--- src/rtl/vga_display_sequencer.sv ---
// vga_display_sequencer
//
// Raster timing and snapshot sequencing for the debug text display.
// It generates 640x480@60 counters, sync and blanking from the 25 MHz pixel
// clock. It derives 8x16 character-cell coordinates. Once per frame it runs a
// request/acknowledge exchange with the processor-state capture stage. This
// keeps the values shown on screen fixed while the active region is drawn.
//
// Ports
//   clk          pixel clock (only clock)
//   reset        synchronous, active-high
//   freeze       suppresses the per-frame snapshot request while high
//   snap_ack     capture stage has latched processor state
//   x, y         raster position (0..H_TOTAL-1, 0..V_TOTAL-1)
//   video_on     inside the visible region
//   hsync/vsync  sync pulses, level SYNC_ACTIVE while asserted
//   char_col/char_row, glyph_x/glyph_y   character cell and pixel-in-glyph
//   frame_start  one-cycle pulse at (0,0)
//   snap_req     snapshot request
//   snap_valid   sticky: a snapshot has completed since reset
//   snap_miss    one-cycle pulse when a request times out at end of frame
//   frame_count  completed frames, wrapping
module vga_display_sequencer #(
  parameter int   H_ACTIVE    = 640,
  parameter int   H_FP        = 16,
  parameter int   H_SYNC      = 96,
  parameter int   H_BP        = 48,
  parameter int   V_ACTIVE    = 480,
  parameter int   V_FP        = 10,
  parameter int   V_SYNC      = 2,
  parameter int   V_BP        = 33,
  parameter logic SYNC_ACTIVE = 1'b0
) (
  input  logic        clk,
  input  logic        reset,
  input  logic        freeze,
  input  logic        snap_ack,
  output logic [9:0]  x,
  output logic [9:0]  y,
  output logic        video_on,
  output logic        hsync,
  output logic        vsync,
  output logic [6:0]  char_col,
  output logic [4:0]  char_row,
  output logic [2:0]  glyph_x,
  output logic [3:0]  glyph_y,
  output logic        frame_start,
  output logic        snap_req,
  output logic        snap_valid,
  output logic        snap_miss,
  output logic [15:0] frame_count
);

  localparam int H_TOTAL = H_ACTIVE + H_FP + H_SYNC + H_BP;
  localparam int V_TOTAL = V_ACTIVE + V_FP + V_SYNC + V_BP;

  localparam logic [9:0] X_LAST = 10'(H_TOTAL - 1);
  localparam logic [9:0] Y_LAST = 10'(V_TOTAL - 1);
  localparam logic [9:0] X_ACT  = 10'(H_ACTIVE);
  localparam logic [9:0] Y_ACT  = 10'(V_ACTIVE);
  localparam logic [9:0] HS_BEG = 10'(H_ACTIVE + H_FP);
  localparam logic [9:0] HS_END = 10'(H_ACTIVE + H_FP + H_SYNC);
  localparam logic [9:0] VS_BEG = 10'(V_ACTIVE + V_FP);
  localparam logic [9:0] VS_END = 10'(V_ACTIVE + V_FP + V_SYNC);

  typedef enum logic [1:0] {S_IDLE, S_REQ, S_HOLD} state_e;

  logic [9:0]  x_q, x_d;
  logic [9:0]  y_q, y_d;
  logic [15:0] fc_q, fc_d;
  state_e      st_q, st_d;
  logic        valid_q, valid_d;
  logic        req_c, miss_c;

  logic line_end, frame_end, at_origin, at_req_pt;
  logic hs_win, vs_win;

  assign line_end  = (x_q == X_LAST);
  assign frame_end = line_end && (y_q == Y_LAST);
  assign at_origin = (x_q == 10'd0) && (y_q == 10'd0);
  assign at_req_pt = (x_q == 10'd0) && (y_q == Y_ACT);
  assign hs_win    = (x_q >= HS_BEG) && (x_q < HS_END);
  assign vs_win    = (y_q >= VS_BEG) && (y_q < VS_END);

  // Raster counters
  always_comb begin
    x_d  = x_q + 10'd1;
    y_d  = y_q;
    fc_d = fc_q;
    if (line_end) begin
      x_d = 10'd0;
      if (y_q == Y_LAST) begin
        y_d  = 10'd0;
        fc_d = fc_q + 16'd1;
      end else begin
        y_d = y_q + 10'd1;
      end
    end
  end

  // Snapshot sequencing. The request is raised combinationally on the first
  // blanking line (x=0, y=V_ACTIVE), so snap_req is already high in that
  // cycle. The state register then holds it until ack or end of frame. An ack
  // on the final cycle of the frame beats the timeout.
  always_comb begin
    st_d    = st_q;
    valid_d = valid_q;
    req_c   = 1'b0;
    miss_c  = 1'b0;
    case (st_q)
      S_IDLE: begin
        if (at_req_pt && !freeze) begin
          req_c = 1'b1;
          if (snap_ack) begin
            st_d    = S_HOLD;
            valid_d = 1'b1;
          end else begin
            st_d = S_REQ;
          end
        end
      end
      S_REQ: begin
        req_c = 1'b1;
        if (snap_ack) begin
          st_d    = S_HOLD;
          valid_d = 1'b1;
        end else if (frame_end) begin
          st_d   = S_IDLE;
          miss_c = 1'b1;
        end
      end
      S_HOLD: begin
        if (at_origin) st_d = S_IDLE;
      end
      default: st_d = S_IDLE;
    endcase
  end

  always_ff @(posedge clk) begin
    if (reset) begin
      x_q     <= 10'd0;
      y_q     <= 10'd0;
      fc_q    <= 16'd0;
      st_q    <= S_IDLE;
      valid_q <= 1'b0;
    end else begin
      x_q     <= x_d;
      y_q     <= y_d;
      fc_q    <= fc_d;
      st_q    <= st_d;
      valid_q <= valid_d;
    end
  end

  // Output decode: zero latency from x/y, and forced to idle levels while
  // reset is high so a mid-frame reset is clean in its very first cycle.
  assign x           = x_q;
  assign y           = y_q;
  assign frame_count = fc_q;
  assign snap_valid  = valid_q;
  assign char_col    = x_q[9:3];
  assign char_row    = y_q[8:4];
  assign glyph_x     = x_q[2:0];
  assign glyph_y     = y_q[3:0];
  assign video_on    = !reset && (x_q < X_ACT) && (y_q < Y_ACT);
  assign hsync       = (hs_win && !reset) ? SYNC_ACTIVE : ~SYNC_ACTIVE;
  assign vsync       = (vs_win && !reset) ? SYNC_ACTIVE : ~SYNC_ACTIVE;
  assign frame_start = !reset && at_origin;
  assign snap_req    = req_c && !reset;
  assign snap_miss   = miss_c && !reset;

endmodule

--- config.mk ---
export PLATFORM = sky130hd
export DESIGN_NAME = vga_display_sequencer
export DESIGN_NICKNAME = d
export VERILOG_FILES = /design/src/rtl/vga_display_sequencer.sv
export SDC_FILE = /design/constraint.sdc
export NUM_CORES = 1
export LEC_CHECK = 0
export CAP_MARGIN = 10
export CORE_ASPECT_RATIO = 0.5
export CORE_UTILIZATION = 40
export CTS_CLUSTER_SIZE = 20
export DETAILED_ROUTE_END_ITERATION = 10
export HOLD_SLACK_MARGIN = 0.02
export PLACE_DENSITY = 0.69
export SLEW_MARGIN = 10
export SYNTH_ARGS = -nofsm -noshare
export SYNTH_HDL_FRONTEND = slang
export SYNTH_SLANG_ARGS = --single-unit
--- constraint.sdc ---
create_clock -name clk -period 5.82 [get_ports clk]
set_input_delay 0.873 -clock clk [delete_from_list [all_inputs] [get_ports clk]]
set_output_delay 0.873 -clock clk [all_outputs]
set_load 0.02 [all_outputs]
==> results.cfg, run 1 <==
; flow metrics
[clock_tree]
postCtsSetupRepairBufs = 0
clock-sinks = 39

[final_layout]
area_delta_synth_final_pct = 28.7
finalInstanceArea_um2 = 2890
num_antenna_cells = 0
nClkBuffers = 6
non_clock_buffer_count = 66
final-comb-area_um2 = 1200
nMultiInputCombCells = 186
clk_share_pct = 4.06
comb_share_pct = 41.6

[sta]
slew_headroom_pct = 42.5
tns_ns = 0
max_freq_ghz = 0.241
skew_ns = 0.00997
setup-violations-final = 0
min_period_ns = 4.15
fin_crit_sh_pct = 71.3

[power]
p_comb_share_pct = 6.3
clk-power_uw = 240
powerSeq_uw = 272
finalPower_uw = 546
swShare_pct = 22.6

[worst_setup_path]
crit_type = flop to output port
cp_top_family = simple AND/OR/NAND/NOR gates
cp_max_fo = 40
max_stage_delay_ns = 0.70
critPathArrivalTime_ns = 3.27
cp_num_buf_inv = 1
ff2ff_path_depth = 5
startpoint_type = flop
crit_start = x[0]$_SDFF_PP0_

[synthesis]
top_cells_by_count = 39 x dfxtp_1, 21 x nor2_1, 20 x a21oi_1, 19 x buf_4
netlist.area_leader.share_pct = 34.7
netlist_instances = 273
top_cell = dfxtp_1
area_leaders = dfxtp_1 35%, buf_4 6.3%, o31ai_1 5.7%, or4_1 5.7%, a21oi_1 4.5%
ys_cells = 273
numSynthFlops = 39

[flow_run]
maxCapViolCount = 0

[run_status]
run_status = finished clean

[detailed_routing]
wl_met3_um = 267
drt_first_iter_violations = 88

[floorplanning]
die_y_um = 55.0
rows = 18

[global_routing]
gr-max-usage-layer = met2

[place]
dp_cells = 373
run 1: how the worst min path moves through the flow:
stage	startpoint	end	cells past startpoint
floorplan	st_q[0]$_SDFFE_PP0P_	snap_valid$_SDFFE_PP0P_	2
CTS	frame_count[15]$_SDFFE_PP0P_	frame_count[15]$_SDFFE_PP0P_	2
global route	frame_count[15]$_SDFFE_PP0P_	frame_count[15]$_SDFFE_PP0P_	2
detailed placement	frame_count[15]$_SDFFE_PP0P_	frame_count[15]$_SDFFE_PP0P_	2
global placement	frame_count[15]$_SDFFE_PP0P_	frame_count[15]$_SDFFE_PP0P_	2
finish	frame_count[15]$_SDFFE_PP0P_	frame_count[15]$_SDFFE_PP0P_	2
run 1: flip-flops by register name, indices dropped and copies added, names as in the netlist:
name and count:
frame_count 16, x 10, y 10, st_q 2, snap_valid 1
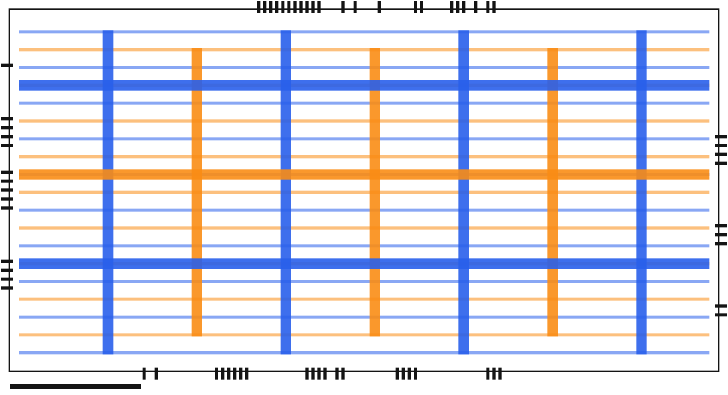
Run 1: power grid
The bar under the picture is 20 um long. Pins as bars on the die edge.
orange -> VDD
blue -> VSS
met1 rails = 19
signal pins = 66
met4 straps = 7

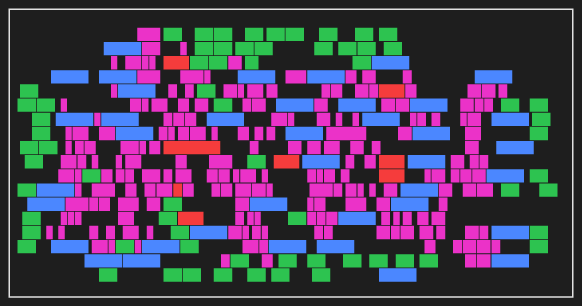
Run 1: cell classes on the final placement
blue -> sequential cells  # cells 39
red -> clock drivers and dummy loads  # cells 8
green -> remaining buffers and delay cells  # cells 66
magenta -> remaining logic cells  # cells 198

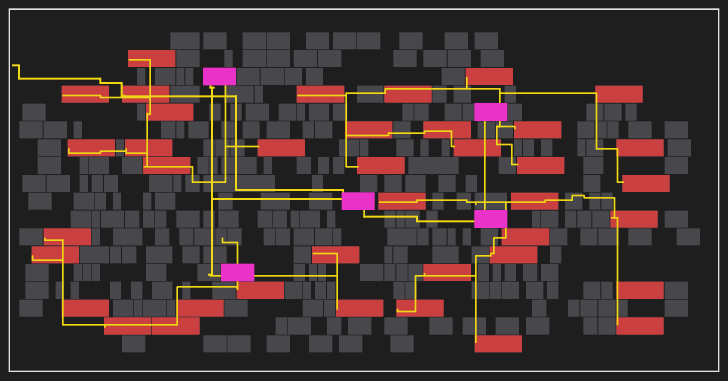
Run 1: clock wires, drivers and flops
magenta -> clock-net drivers  # count 5
red -> flip-flops  # count 39
yellow -> clock wires  # length 567 um
routed clock nets = 6
flops lie = all over the die

==> inputs of run 2 (changes only) <==
- clock period: 5.82 -> 3.9 ns (I/O delays scaled with it)
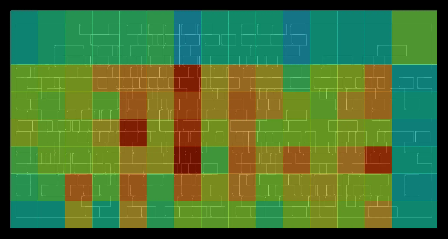
Run 2: congestion heat map
Top Usage Layer GRT: met2
final core occ: 55.7%

==> run 2 against run 1 <==
  * Critical path depth is 1 higher
  * Core utilization down 0.44 points
  * Design area is 0.78% lower
  * First-iteration DRC count down 36%
  * Wire length decreased by 1.4%
  * Via count is 0.85% higher
  * Total power up 34%
  * Non-clock buffer count up 1
  * Largest cell class unchanged
==> results.cfg, run 2 <==
; flow metrics
[sta]
tns_ns = 0
min_period_ns = 3.20
max_freq_ghz = 0.313
slew_headroom_pct = 70.7
skew_ns = 0.0135
fin_crit_sh_pct = 82.0
worst_pin_slew_ns = 0.433

[run_status]
run_status = finished clean

[place]
placement.io_buffers = 65

[global_routing]
antenna_found_initial = 0

[final_layout]
clk_share_pct = 3.05
nMultiInputCombCells = 186
mostFrequentLayoutCells = 65 x clkdlybuf4s50_1, 39 x dfxtp_1, 21 x nor2_1, 20 x a21oi_1
nClkBuffers = 6
comb_share_pct = 42.0
num_antenna_cells = 0
finalInstanceArea_um2 = 2870
area_delta_synth_final_pct = 27.7
largest_reg_flops = 16

[hold_path]
hold_end = frame_count[15]$_SDFFE_PP0P_
min_from = frame_count[15]$_SDFFE_PP0P_

[floorplanning]
die_y_um = 55.0
rows = 18

[worst_setup_path]
crit_start = x[0]$_SDFF_PP0_
startpoint_type = flop
max_stage_delay_ns = 0.67
ff2ff_path_depth = 6
critPathArrivalTime_ns = 2.61

[synthesis]
netlist.area_leader.share_pct = 34.7
synth_seq_share_pct = 34.7
ys_cells = 273
top_cells_by_count = 39 x dfxtp_1, 21 x nor2_1, 20 x a21oi_1, 19 x buf_4
netlist_instances = 273
area_leaders = dfxtp_1 35%, buf_4 6.3%, o31ai_1 5.7%, or4_1 5.7%, a21oi_1 4.5%
numSynthFlops = 39

[detailed_routing]
wl_met3_um = 229
drt_first_iter_violations = 56

[clock_tree]
clock-sinks = 39
clkTransAtPathRegs_ns = 0.08
postCtsSetupRepairBufs = 0

[flow_run]
maxCapViolCount = 0

[power]
finalPower_uw = 730
## run 2: cell families (layout without fill, tap and decap cells)
family,count (synthesis),after routing,share of synthesized area [%]
flip-flops,39,39,34.7
adder cells (fa/ha/maj),6,6,3.34
XOR/XNOR,12,12,4.67
buffers and inverters,48,86,11.7
multiplexers,2,2,0.946
AND/OR/NAND/NOR,119,119,31.4
AND-OR/OR-AND,47,47,13.2
## run 2: critical path, delay by kind of cell (launching register included)
kind,cells,cell delay [ns]
buffers and inverters,2,0.94
DFF,1,0.44
adders and majority gates,1,0.26
and+or+nand+nor,3,0.69
## run 2: report_power, final
part           switching [uW]  internal [uW]  total [uW]
clock network             134            139         273
registers                5.42            401         406
logic                    28.1           23.2        51.3
Power is estimated from default activity; no workload was simulated.
